`config.mk`:
```
export PLATFORM = sky130hd
export DESIGN_NAME = i281_fetch_decode
export DESIGN_NICKNAME = d
export VERILOG_FILES = /design/src/rtl/i281_pkg.sv /design/src/rtl/i281_branch_eval.sv /design/src/rtl/i281_fetch_decode.sv
export SDC_FILE = /design/constraint.sdc
export NUM_CORES = 1
export LEC_CHECK = 0
export ABC_AREA = 1
export ABC_CLOCK_PERIOD_IN_PS = 2670
export CORE_MARGIN = 2
export CORE_UTILIZATION = 30
export CTS_CLUSTER_DIAMETER = 60
export CTS_CLUSTER_SIZE = 25
export DETAILED_ROUTE_END_ITERATION = 8
export DONT_BUFFER_PORTS = 1
export GPL_ROUTABILITY_DRIVEN = 0
export GPL_TIMING_DRIVEN = 0
export SETUP_SLACK_MARGIN = 0.1
export SYNTH_ARGS = -nofsm -noshare
export SYNTH_HDL_FRONTEND = slang
export SYNTH_HIERARCHICAL = 1
export SYNTH_SLANG_ARGS = --single-unit
```
`constraint.sdc`:
```
create_clock -name Clock -period 2.67 [get_ports Clock]
set_clock_uncertainty 0.05 [all_clocks]
set_input_delay 0.534 -clock Clock [delete_from_list [all_inputs] [get_ports Clock]]
set_output_delay 0.534 -clock Clock [all_outputs]
set_load 0.01 [all_outputs]
```
`src/rtl/i281_pkg.sv`:
```
// i281_pkg -- shared definitions for the i281 fetch/decode block.
//   * opcode constants for the two control-flow instructions
//   * branch condition codes (selected by the rx field of a BRANCH)
//   * fetch/decode state enumeration
//   * instruction field bit positions
//   * HALT_OFFSET: the jump offset that encodes "jump to self"
package i281_pkg;

    localparam logic [3:0] OP_JUMP   = 4'b1110;
    localparam logic [3:0] OP_BRANCH = 4'b1111;

    // Condition codes carried in rx of a BRANCH instruction
    localparam logic [1:0] COND_Z  = 2'b00;  // Z
    localparam logic [1:0] COND_NZ = 2'b01;  // !Z
    localparam logic [1:0] COND_GT = 2'b10;  // !Z & (N == V)
    localparam logic [1:0] COND_GE = 2'b11;  // N == V

    typedef enum logic [2:0] {
        ST_IDLE,
        ST_FETCH,
        ST_DECODE,
        ST_WAIT_EX,
        ST_HALT
    } state_t;

    localparam int OPCODE_MSB = 15;
    localparam int OPCODE_LSB = 12;
    localparam int RX_MSB     = 11;
    localparam int RX_LSB     = 10;
    localparam int RY_MSB     = 9;
    localparam int RY_LSB     = 8;
    localparam int IMM_MSB    = 7;
    localparam int IMM_LSB    = 0;

    // pc + 1 + 4'hF == pc, so a JUMP with this offset never leaves its own address
    localparam logic [7:0] HALT_OFFSET = 8'hFF;

endpackage

```
`src/rtl/i281_branch_eval.sv`:
```
// i281_branch_eval -- combinational branch decision.
// Ports:
//   opcode  in  4  decoded opcode
//   rx      in  2  condition selector for BRANCH
//   flag_z, flag_n, flag_v  in  1  ALU flags
//   taken   out 1  1 when the pc must take the immediate offset
module i281_branch_eval
    import i281_pkg::*;
(
    input  logic [3:0] opcode,
    input  logic [1:0] rx,
    input  logic       flag_z,
    input  logic       flag_n,
    input  logic       flag_v,
    output logic       taken
);

    logic cond;

    always_comb begin
        cond = 1'b0;
        case (rx)
            COND_Z:  cond = flag_z;
            COND_NZ: cond = ~flag_z;
            COND_GT: cond = ~flag_z & (flag_n == flag_v);
            COND_GE: cond = (flag_n == flag_v);
            default: cond = 1'b0;
        endcase
        taken = (opcode == OP_JUMP) | ((opcode == OP_BRANCH) & cond);
    end

endmodule

```
`src/rtl/i281_fetch_decode.sv`:
```
// i281_fetch_decode -- instruction fetch and decode with a ready/valid
// handshake toward the execute stage.
// Ports:
//   Clock, Reset        clock and asynchronous active-high reset
//   b0I..b15I   in 16   instruction ROM words (static)
//   run         in 1    fetch enable; low parks the block in IDLE
//   flag_z/n/v  in 1    ALU flags, sampled on the transfer edge
//   ex_ready    in 1    execute stage accepts the decoded instruction
//   pc          out 4   address of the instruction fetched or held
//   ir          out 16  latched instruction word
//   opcode, rx, ry, imm decoded fields of ir
//   ir_valid    out 1   decoded fields valid (WAIT_EX only)
//   halted      out 1   stopped on a jump-to-self
module i281_fetch_decode
    import i281_pkg::*;
(
    input  logic        Clock,
    input  logic        Reset,
    input  logic [15:0] b0I,
    input  logic [15:0] b1I,
    input  logic [15:0] b2I,
    input  logic [15:0] b3I,
    input  logic [15:0] b4I,
    input  logic [15:0] b5I,
    input  logic [15:0] b6I,
    input  logic [15:0] b7I,
    input  logic [15:0] b8I,
    input  logic [15:0] b9I,
    input  logic [15:0] b10I,
    input  logic [15:0] b11I,
    input  logic [15:0] b12I,
    input  logic [15:0] b13I,
    input  logic [15:0] b14I,
    input  logic [15:0] b15I,
    input  logic        run,
    input  logic        flag_z,
    input  logic        flag_n,
    input  logic        flag_v,
    input  logic        ex_ready,
    output logic [3:0]  pc,
    output logic [15:0] ir,
    output logic [3:0]  opcode,
    output logic [1:0]  rx,
    output logic [1:0]  ry,
    output logic [7:0]  imm,
    output logic        ir_valid,
    output logic        halted
);

    state_t      state;
    logic [15:0] fetch_word;
    logic        taken;
    logic [3:0]  pc_seq;
    logic [3:0]  pc_taken;

    // 16:1 instruction selection by pc
    always_comb begin
        fetch_word = 16'h0000;
        case (pc)
            4'd0:    fetch_word = b0I;
            4'd1:    fetch_word = b1I;
            4'd2:    fetch_word = b2I;
            4'd3:    fetch_word = b3I;
            4'd4:    fetch_word = b4I;
            4'd5:    fetch_word = b5I;
            4'd6:    fetch_word = b6I;
            4'd7:    fetch_word = b7I;
            4'd8:    fetch_word = b8I;
            4'd9:    fetch_word = b9I;
            4'd10:   fetch_word = b10I;
            4'd11:   fetch_word = b11I;
            4'd12:   fetch_word = b12I;
            4'd13:   fetch_word = b13I;
            4'd14:   fetch_word = b14I;
            4'd15:   fetch_word = b15I;
            default: fetch_word = 16'h0000;
        endcase
    end

    i281_branch_eval u_branch_eval (
        .opcode (opcode),
        .rx     (rx),
        .flag_z (flag_z),
        .flag_n (flag_n),
        .flag_v (flag_v),
        .taken  (taken)
    );

    // 4-bit arithmetic gives the modulo-16 wrap; the 8-bit offset is
    // deliberately truncated to its low nibble.
    assign pc_seq   = pc + 4'd1;
    assign pc_taken = pc + 4'd1 + imm[3:0];

    always_ff @(posedge Clock or posedge Reset) begin
        if (Reset) begin
            state    <= ST_IDLE;
            pc       <= 4'd0;
            ir       <= 16'h0000;
            opcode   <= 4'd0;
            rx       <= 2'd0;
            ry       <= 2'd0;
            imm      <= 8'd0;
            ir_valid <= 1'b0;
            halted   <= 1'b0;
        end else begin
            case (state)
                ST_IDLE: begin
                    if (run) state <= ST_FETCH;
                end
                ST_FETCH: begin
                    ir    <= fetch_word;
                    state <= ST_DECODE;
                end
                ST_DECODE: begin
                    opcode   <= ir[OPCODE_MSB:OPCODE_LSB];
                    rx       <= ir[RX_MSB:RX_LSB];
                    ry       <= ir[RY_MSB:RY_LSB];
                    imm      <= ir[IMM_MSB:IMM_LSB];
                    ir_valid <= 1'b1;
                    state    <= ST_WAIT_EX;
                end
                ST_WAIT_EX: begin
                    // Everything holds until the execute stage accepts.
                    if (ex_ready) begin
                        ir_valid <= 1'b0;
                        pc       <= taken ? pc_taken : pc_seq;
                        if (opcode == OP_JUMP && imm == HALT_OFFSET) begin
                            state  <= ST_HALT;
                            halted <= 1'b1;
                        end else if (run) begin
                            state <= ST_FETCH;
                        end else begin
                            state <= ST_IDLE;
                        end
                    end
                end
                ST_HALT: begin
                    // Only Reset leaves HALT.
                    state <= ST_HALT;
                end
                default: state <= ST_IDLE;
            endcase
        end
    end

endmodule

```
Fig. 1: run 1, cell classes on the final placement
Fill, decap, tap and diode cells in gray.
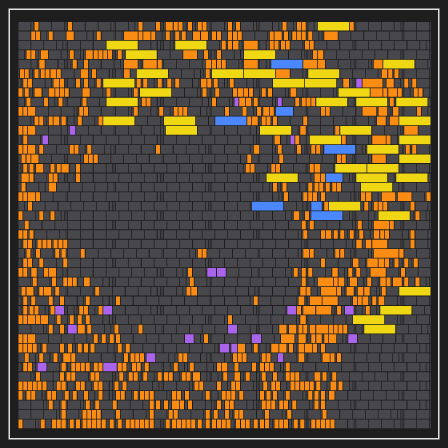
Key: remaining buffers and delay cells = purple [cells 23]; remaining logic cells = orange [cells 702]; clock drivers and dummy loads = blue [cells 8]; registers = yellow [cells 41]
design area: 0.00464 mm²
flop share of the area: 22.1%
utilization after layout: 33.4%
Row Count: 43
CORE AREA: 0.0139 mm²

Fig. 2: run 1, a small window of the routed layout
The bar under the picture is 20 µm long. Window x 6 to 56, y 6 to 56 µm. Cells in gray, sequential cells in the stronger gray; small squares are vias.
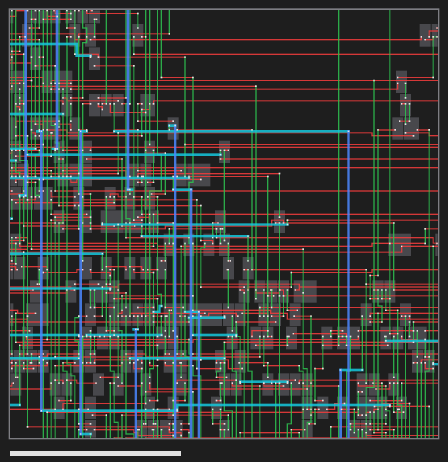
Key: M2 = green; M1 = red; M4 = blue; M3 = cyan
165 logic cells have their middle in the window. Most frequent: nand2_1 (95), inv_1 (33), nor2_1 (16). Sequential cells in the window: 0.

==> Changelog: implementation, run 1 <==
### Physical design

* Multi-In Gates at 587
* Placed inst area at 0.00447 mm²
* Setup crit end: ir[1]$_DFFE_PP0P_
* Dominant flop cell: dfrtp_1
* IO Count at 301
* Clock network area share at 3.48%
* Non-Clock Inverter Count at roughly 120
* DR pass1 iterations at 5
* Arrival time at the worst endpoint at 2.59 ns
* Clkbuf count at 7
* Cell Chain, Critical Path: inv_1, ha_1, inv_1, nor2_2, buf_4, nand2_1, nand4_1, nor2_1, nand2_1, nand2_1, nand2_1
* VDD IR max at slightly above 0.0004 V
* Clk Tree Root Cell: clkbuf_16
* Required time of the critical path at 2.84 ns
* M3 GR Usage at around 4.6%
* CTS tree: built
* Synth warnings at 6
* Status: completed
* Syn Area/Cell at 5.55 µm²
* Biggest area cells: nand2_1, dfrtp_1, inv_1, nor2_1, nand4_1
* Fin cells at 954
* Maxcap violations at 0
* Tcrit/Tclk final at between 90% and 100%
* CTS H-tree lvls at 2
* Share of post-route cells with drive strength above 1 at 8.40%
* Power per standard cell area at roughly 1200 mW/mm²
* Reg with most FFs: ir
* Slew headroom at 40.0%
* Final setup fails at 0
* # diodes at 0
* First-pass GRT wire length at 28300 µm
* Wl on met1 at around 8700 µm
* Most frequent cells in the layout: nand2_1, inv_1, nor2_1
* Yosys cell types at 29
* DRC Markers at 0
* Log Warnings at 30
* Met3 Routed Length at 1510 µm
* Drt total wl at slightly above 20000 µm
* CP Max Fanout at 10
* Reg-to-Reg End: ir[1]$_DFFE_PP0P_
* CP endpoint kind: flop
* Yosys stat area at about 0.0042 mm²
* Initial DRC count at 383
* Cells after Synth at 766
* Die Y at 123 µm
* Insertion Delay late pin at 0.29 ns
* Post-route ant nets at 0
* Vias in the first global route at roughly 4.6k
Fig. 3: run 1, register map, names as in the netlist
Other sequential cells in the stronger gray, the rest of the logic in the fainter gray.
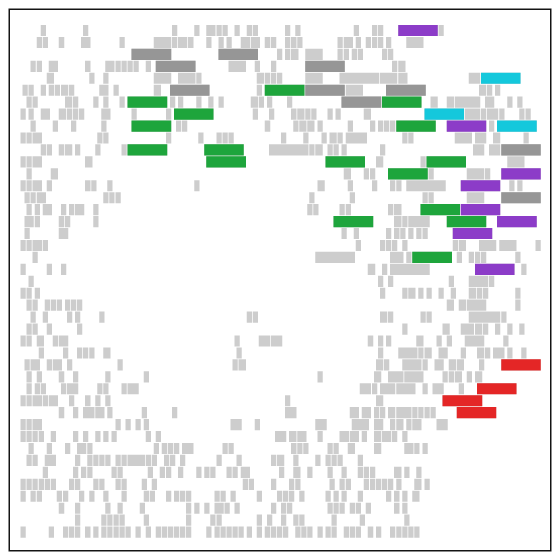
Key: state = cyan [sequential cells 3]; ir = green [sequential cells 16]; pc = red [sequential cells 4]; imm = purple [sequential cells 8]
Another 10 sequential cells are not colored.
register cell area after layout: 0.00103 mm²
P_seq: 1.40 mW

Fig. 4: run 1, cell placement
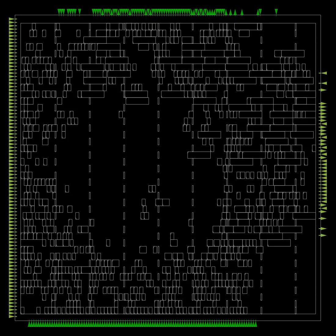
tap cells: 180
FFs & Latches: 41
fill cell count: 1615

## run 1: report_power, final
part	total [mW]	internal, mW	switching [mW]
Sequential	1.40	0.924	0.476
Combinational	3.36	1.07	2.29
Clock	0.653	0.401	0.251
## run 1: critical path, delay by kind of cell, from the launching register on
family	cells	cell delay [ns]
simple gates	7	0.92
fa+ha+maj	1	0.29
buf+inv	3	0.62
flops	1	0.46
## run 1: cell families (layout without fill, tap and decap cells)
logic type	after synthesis	count (layout)	share of synthesized area, %
adder cells (fa/ha/maj)	8	8	2.53
AND-OR/OR-AND	32	32	3.95
XOR/XNOR	1	1	0.206
multiplexers	15	15	3.98
flip-flops	41	41	24.2
buffers and inverters	138	146	13.6
AND/OR/NAND/NOR	531	531	51.5
==> run 2, diff against run 1 <==
- CELL_PAD_IN_SITES_DETAIL_PLACEMENT: default -> 1
- CELL_PAD_IN_SITES_GLOBAL_PLACEMENT: default -> 1
- PLACE_DENSITY_LB_ADDON: default -> 0.1
Fig. 5: run 2, cell placement
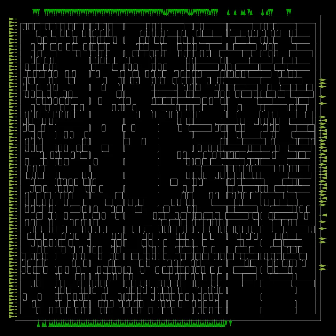
utilization after layout: 33.4%
fill cell count: 1934
flop share of the area: 22.1%
fin cells: 955

Fig. 6: run 2, register map, names as in the netlist
Other sequential cells in the stronger gray, the rest of the logic in the fainter gray.
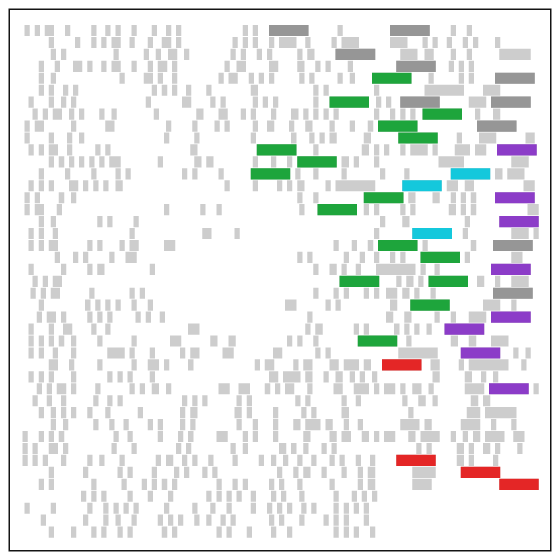
Key: pc = red [sequential cells 4, where lower right]; ir = green [sequential cells 16]; state = cyan [sequential cells 3]; imm = purple [sequential cells 8, where middle right]
Another 10 sequential cells are not colored.

Fig. 7: run 2, a small window of the routed layout
The bar under the picture is 20 µm long. Window x 6 to 56, y 6 to 56 µm. Cells in gray, sequential cells in the stronger gray; small squares are vias.
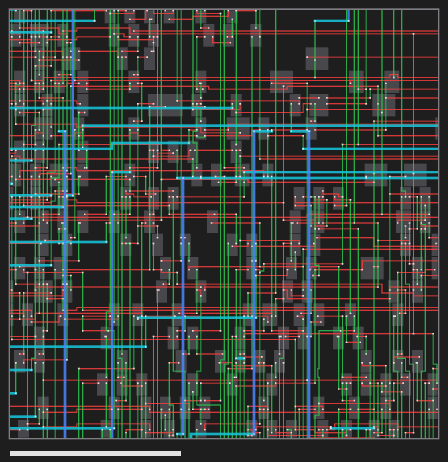
Key: M2 = green; M4 = blue; M3 = cyan; M1 = red
Most frequent: nand2_1 (105), inv_1 (36), nor2_1 (18). 180 logic cells have their middle in the window. Sequential cells in the window: 0.

==> run 2 against run 1 <==
  * Combinational power is 1% lower
  * Worst setup slack worse by 0.027 ns
  * Utilization hardly changed
  * Wire length is 2.5% higher
  * Total power is 1.7% lower
  * Register-to-register slack worse by 0.03 ns
  * Synthesized cell count stayed put
  * First-iteration DRC count is 51% lower
  * Hold slack worse by 0.22 ns
  * Clock power is 8.4% lower
  * Critical path depth stayed put
  * Critical path type unchanged
  * Critical endpoint is now ir[3]$_DFFE_PP0P_
  * Largest power group unchanged
==> Changelog: implementation, run 2 <==
### Physical design

* Dominant flop cell: dfrtp_1
* M3 GR Usage at 5.35%
* CTS tree: built
* IO Count at ~300
* WP depth at 11
* Wl on met1 at 8270 µm
* CP Max Fanout at 10
* Maxcap violations at 0
* Drt total wl at 21100 µm
* Biggest area cells: nand2_1, dfrtp_1, inv_1, nor2_1, nand4_1
* Buf+Inv Stages, Crit Path at 3
* DR pass1 iterations at 4
* Yosys cell types at 29
* DRC Markers at 0
* Clock network area share at 3.07%
* Setup crit end: ir[3]$_DFFE_PP0P_
* Arrival time at the worst endpoint at ~2.6 ns
* Cells after Synth at 766
* Slew headroom at 62.6%
* Clk Tree Root Cell: clkbuf_16
* Vias in the first global route at between 5k and 6k
* Status: completed
* Most frequent cells in the layout: nand2_1, inv_1, nor2_1
* Syn Area/Cell at about 5.5 µm²
* Largest power group: combinational logic
* VDD IR max at about 0.00037 V
run 2: kinds of logic after synthesis:
logic type,Yosys count,share of synthesized area (%)
adder cells (fa/ha/maj),8,2.53
XOR/XNOR,1,0.206
multiplexers,15,3.98
flip-flops,41,24.2
AND/OR/NAND/NOR,531,51.5
AND-OR/OR-AND,32,3.95
buffers and inverters,138,13.6
run 2: metrics by stage:
| step | cell area, µm² | util (%) | power, mW |
|---|---|---|---|
| floorplan | 4250 | - | 3.56 |
| global placement | 4470 | 32.2 | 4.66 |
| detailed placement | 4490 | 32.4 | 4.76 |
| CTS | 4640 | 33.4 | 5.38 |
| global route | 4640 | 33.4 | 5.88 |
| finish | 4640 | 33.4 | 5.31 |
Power and IR drop assume default switching activity.
